==> config.mk <==
export PLATFORM = sky130hd
export DESIGN_NAME = warp_pc_scheduler
export DESIGN_NICKNAME = d
export VERILOG_FILES = /design/src/rtl/warp_pc_scheduler.sv
export SDC_FILE = /design/constraint.sdc
export NUM_CORES = 2
export LEC_CHECK = 0
export CAP_MARGIN = 20
export CORE_ASPECT_RATIO = 0.5
export CORE_UTILIZATION = 45
export CTS_BUF_LIST = sky130_fd_sc_hd__clkbuf_16
export CTS_CLUSTER_SIZE = 20
export DETAILED_ROUTE_END_ITERATION = 6
export PLACE_DENSITY = 0.71
export REMOVE_ABC_BUFFERS = 1
export SYNTH_ARGS = -nofsm -noshare
export SYNTH_HDL_FRONTEND = slang
export SYNTH_SLANG_ARGS = --single-unit
==> constraint.sdc <==
create_clock -name clk -period 6.35 [get_ports clk]
set_input_delay 0.635 -clock clk [delete_from_list [all_inputs] [get_ports clk]]
set_output_delay 0.635 -clock clk [all_outputs]
set_load 0.01 [all_outputs]
==> src/rtl/warp_pc_scheduler.sv <==
// Per-warp PC holder and round-robin fetch arbiter with one instruction
// in flight per warp.
module warp_pc_scheduler #(
  parameter int unsigned     NUM_WARPS = 8,
  parameter int unsigned     PC_W      = 32,
  parameter logic [PC_W-1:0] START_PC  = '0
) (
  input  logic                         clk,
  input  logic                         rst,
  input  logic [NUM_WARPS-1:0]         warp_start,
  input  logic                         start_pc_valid,
  input  logic [PC_W-1:0]              start_pc,
  input  logic [NUM_WARPS-1:0]         ib_full,
  input  logic [NUM_WARPS-1:0]         simt_full,
  input  logic                         if_ready,
  output logic                         if_valid,
  output logic [$clog2(NUM_WARPS)-1:0] if_warp_id,
  output logic [PC_W-1:0]              if_pc,
  input  logic                         id0_upd,
  input  logic [NUM_WARPS-1:0]         id0_warp,
  input  logic                         id0_branch,
  input  logic                         id0_exit,
  input  logic [PC_W-1:0]              id0_next_pc,
  input  logic                         id1_upd,
  input  logic [NUM_WARPS-1:0]         id1_warp,
  input  logic                         id1_branch,
  input  logic                         id1_exit,
  input  logic [PC_W-1:0]              id1_next_pc,
  input  logic                         alu_redirect,
  input  logic [$clog2(NUM_WARPS)-1:0] alu_warp_id,
  input  logic [PC_W-1:0]              alu_target,
  output logic [NUM_WARPS-1:0]         warp_busy,
  output logic                         all_done
);

  localparam int unsigned WID_W = $clog2(NUM_WARPS);

  typedef enum logic [2:0] {
    S_IDLE    = 3'd0,
    S_READY   = 3'd1,
    S_WAIT_ID = 3'd2,
    S_WAIT_BR = 3'd3,
    S_DONE    = 3'd4
  } wstate_e;

  wstate_e              state_q [NUM_WARPS];
  wstate_e              state_d [NUM_WARPS];
  logic [PC_W-1:0]      pc_q    [NUM_WARPS];
  logic [PC_W-1:0]      pc_d    [NUM_WARPS];
  logic [WID_W-1:0]     rr_ptr_q;
  logic [WID_W-1:0]     rr_ptr_d;
  logic [NUM_WARPS-1:0] elig;
  logic [NUM_WARPS-1:0] started;
  logic [NUM_WARPS-1:0] finished;
  logic [WID_W-1:0]     cand;
  logic                 handshake;

  // State register
  always_ff @(posedge clk) begin
    if (rst) begin
      for (int w = 0; w < int'(NUM_WARPS); w++) begin
        state_q[w] <= S_IDLE;
        pc_q[w]    <= '0;
      end
      rr_ptr_q <= WID_W'(NUM_WARPS - 1);
    end else begin
      for (int w = 0; w < int'(NUM_WARPS); w++) begin
        state_q[w] <= state_d[w];
        pc_q[w]    <= pc_d[w];
      end
      rr_ptr_q <= rr_ptr_d;
    end
  end

  assign handshake = if_valid && if_ready;

  // Next-state: per-warp transitions and round-robin pointer update
  always_comb begin
    rr_ptr_d = rr_ptr_q;
    if (handshake) rr_ptr_d = if_warp_id;
    for (int w = 0; w < int'(NUM_WARPS); w++) begin
      state_d[w] = state_q[w];
      pc_d[w]    = pc_q[w];
      case (state_q[w])
        S_IDLE: begin
          if (warp_start[w]) begin
            state_d[w] = S_READY;
            pc_d[w]    = start_pc_valid ? start_pc : START_PC;
          end
        end
        S_READY: begin
          if (handshake && (if_warp_id == WID_W'(w))) state_d[w] = S_WAIT_ID;
        end
        S_WAIT_ID: begin
          // Slot 0 wins when both ID slots resolve the same warp
          if (id0_upd && id0_warp[w]) begin
            if (id0_exit)        state_d[w] = S_DONE;
            else if (id0_branch) state_d[w] = S_WAIT_BR;
            else begin
              state_d[w] = S_READY;
              pc_d[w]    = id0_next_pc;
            end
          end else if (id1_upd && id1_warp[w]) begin
            if (id1_exit)        state_d[w] = S_DONE;
            else if (id1_branch) state_d[w] = S_WAIT_BR;
            else begin
              state_d[w] = S_READY;
              pc_d[w]    = id1_next_pc;
            end
          end
        end
        S_WAIT_BR: begin
          if (alu_redirect && (alu_warp_id == WID_W'(w))) begin
            state_d[w] = S_READY;
            pc_d[w]    = alu_target;
          end
        end
        default: ;
      endcase
    end
  end

  // Outputs: arbitration over registered state plus status flags
  always_comb begin
    if_valid   = 1'b0;
    if_warp_id = '0;
    if_pc      = '0;
    warp_busy  = '0;
    started    = '0;
    finished   = '0;
    elig       = '0;
    cand       = '0;
    for (int w = 0; w < int'(NUM_WARPS); w++) begin
      elig[w]      = (state_q[w] == S_READY) && !ib_full[w] && !simt_full[w];
      started[w]   = (state_q[w] != S_IDLE);
      finished[w]  = (state_q[w] == S_DONE);
      warp_busy[w] = started[w] && !finished[w];
    end
    // Scan lowest priority first so the last hit is the rr_ptr+1 side
    for (int i = int'(NUM_WARPS); i >= 1; i--) begin
      cand = WID_W'((int'(rr_ptr_q) + i) % int'(NUM_WARPS));
      if (elig[cand]) begin
        if_valid   = 1'b1;
        if_warp_id = cand;
        if_pc      = pc_q[cand];
      end
    end
    all_done = (|started) && (started == finished);
  end

endmodule
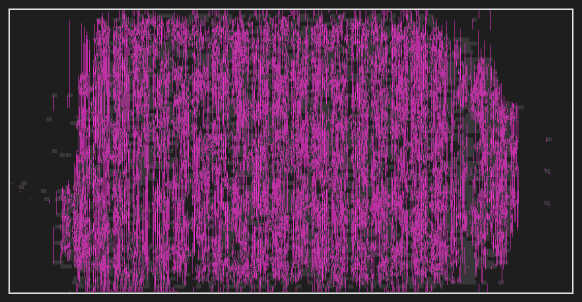
(images/layer_met2.png)
Cells faint in the background.
- main direction: vertical
- nets with wire on the layer: 3166
- longest straight run: 78.5 um
- share of all routed wire: 41%
- wire length on this layer: 59.5 mm

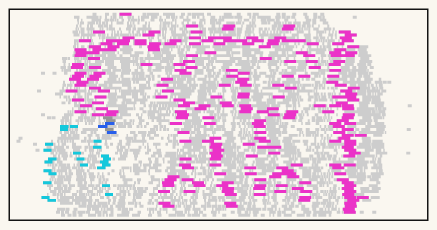
(images/flops_by_reg.png)
Other sequential cells in the stronger grey, the rest of the logic in the fainter grey.
- rr_ptr_q: blue (placed flops 3)
- pc_q: magenta (placed flops 256)
- state_q: cyan (placed flops 24)
- not coloured: 3

==> GITHUB_STEP_SUMMARY <==
### Metrics collected by this job

| Metric | Value |
|---|---|
| Status | finished, violations left |
| Failing checks | DRC |
| Placed cell count | 4778 |
| Hold crit path type | in -> reg |
| Core box area | slightly above 70000 um2 |
| Worst-Margin Slew | between 1 and 1.5 ns |
| Initial antenna violation count | 10 |
| Post-Syn Instances | between 4000 and 5000 |
| Clock power share | 10.7% |
| Total grt overflow | 0 |
| RSZ-0062 raised after global routing | no |
| Clock Sinks | 286 |
| Sequential share of power | between 20% and 30% |
| Fin area | 36300 um2 |
| Final WS setup | between 0.09 and 0.1 ns |
| Post-synth EDFFs | between 200 and 300 |
| CP Capture Type | primary output |
| Largest net degree at the start of global routing | between 150 and 200 |
| Drt wl/cell | slightly below 30 um |
| CTS tree | done |
| TritonCTS buffer count | 31 |
| Setup_tns | 0 ns |
| Slew headroom | between 10% and 20% |
| Max VDD drop | between 300 and 400 uV |
| Setup slack, reg-to-reg | 1.31 ns |
| Netlist Area Pre-Place | 32800 um2 |
| Min cycle time layout | 6.26 ns |
| Asr flop ratio synth | 0% |
| F_max | between 150 and 200 MHz |
| Via count | around 36000 |
| YS warnings | 0 |
| FP Util | 45.8% |
| Pleak | around 13 nW |
| Power Dens Cells | approximately 510 nW/um2 |
| First-pass GRT wire length | around 210 mm |
| DP HPWL | around 85 mm |
| Placed cell areas | 35100 um2 |
| Number of remaining DRC errors | 45 |
| Fin crit share | ~99% |
| Non-filler instance count after layout | a little under 5000 |
| Top cells by count | 815 x a21oi_1, 596 x nor2_1, 524 x nand2_1, 386 x clkbuf_1, 325 x mux4_2 |
| H-tree depth | 1 |
| Yosys Instances | just over 4000 |
layer usage:
layer | vias up | track usage, % | part of all wire (%)
met2 | 3563 | 54.7 | 41
met3 | 882 | 15.8 | 18
met5 | - | 0.383 | 0
met4 | 0 | 23.2 | 7.6
li1 | 14600 | - | -
met1 | 16600 | 46.8 | 33
worst min path at each step:
stage              startpoint        endpoint  cells past startpoint
2_1_floorplan  state_q[1][10]  state_q[1][10]                      2
3_3_place_gp    state_q[1][2]   state_q[1][2]                      2
3_5_place_dp    state_q[1][2]   state_q[1][2]                      2
4_1_cts                   rst   state_q[0][5]                      2
5_1_grt                   rst   state_q[0][5]                      2
6_report                  rst   state_q[0][5]                      2
state kept, by name, summed over array words and instances, names as in the netlist, named ones only:
name	cells
pc_q	256
rr_ptr_q	3
state_q	24
cells by family (layout without fill, tap and decap cells):
kind of cell,Yosys count,count (layout),synth area share [%]
mux,486,486,27.2
buf+inv,549,403,6.80
flops,286,286,25.3
simple gates,1566,1566,20.5
other cells,0,11,0
xor+xnor,6,6,0.183
fa+ha+maj,10,10,0.381
compound gates,1122,1122,19.7
final cells by class:
type,count,area share [%]
well taps,958,3.30
clock buffers,31,2.14
flip-flops and latches,286,22.9
clock inverters,26,0.835
repair buffers,334,8.64
diodes,11,0.0759
inverters,12,0.124
multi-input cells,3190,61.9
critical path, cell delays in order, from the launching register on:
cell             delay [ns]
dfxtp_4                0.35
buf_12                 0.76
ha_1                   0.54
xor2_4                 0.17
buf_4                  0.58
mux2_2                 0.80
buf_4                  0.32
o211ai_1               0.12
a221oi_1               0.61
clkdlybuf4s50_1        0.68
No activity file was given, so power comes from the tool's default toggle rates.
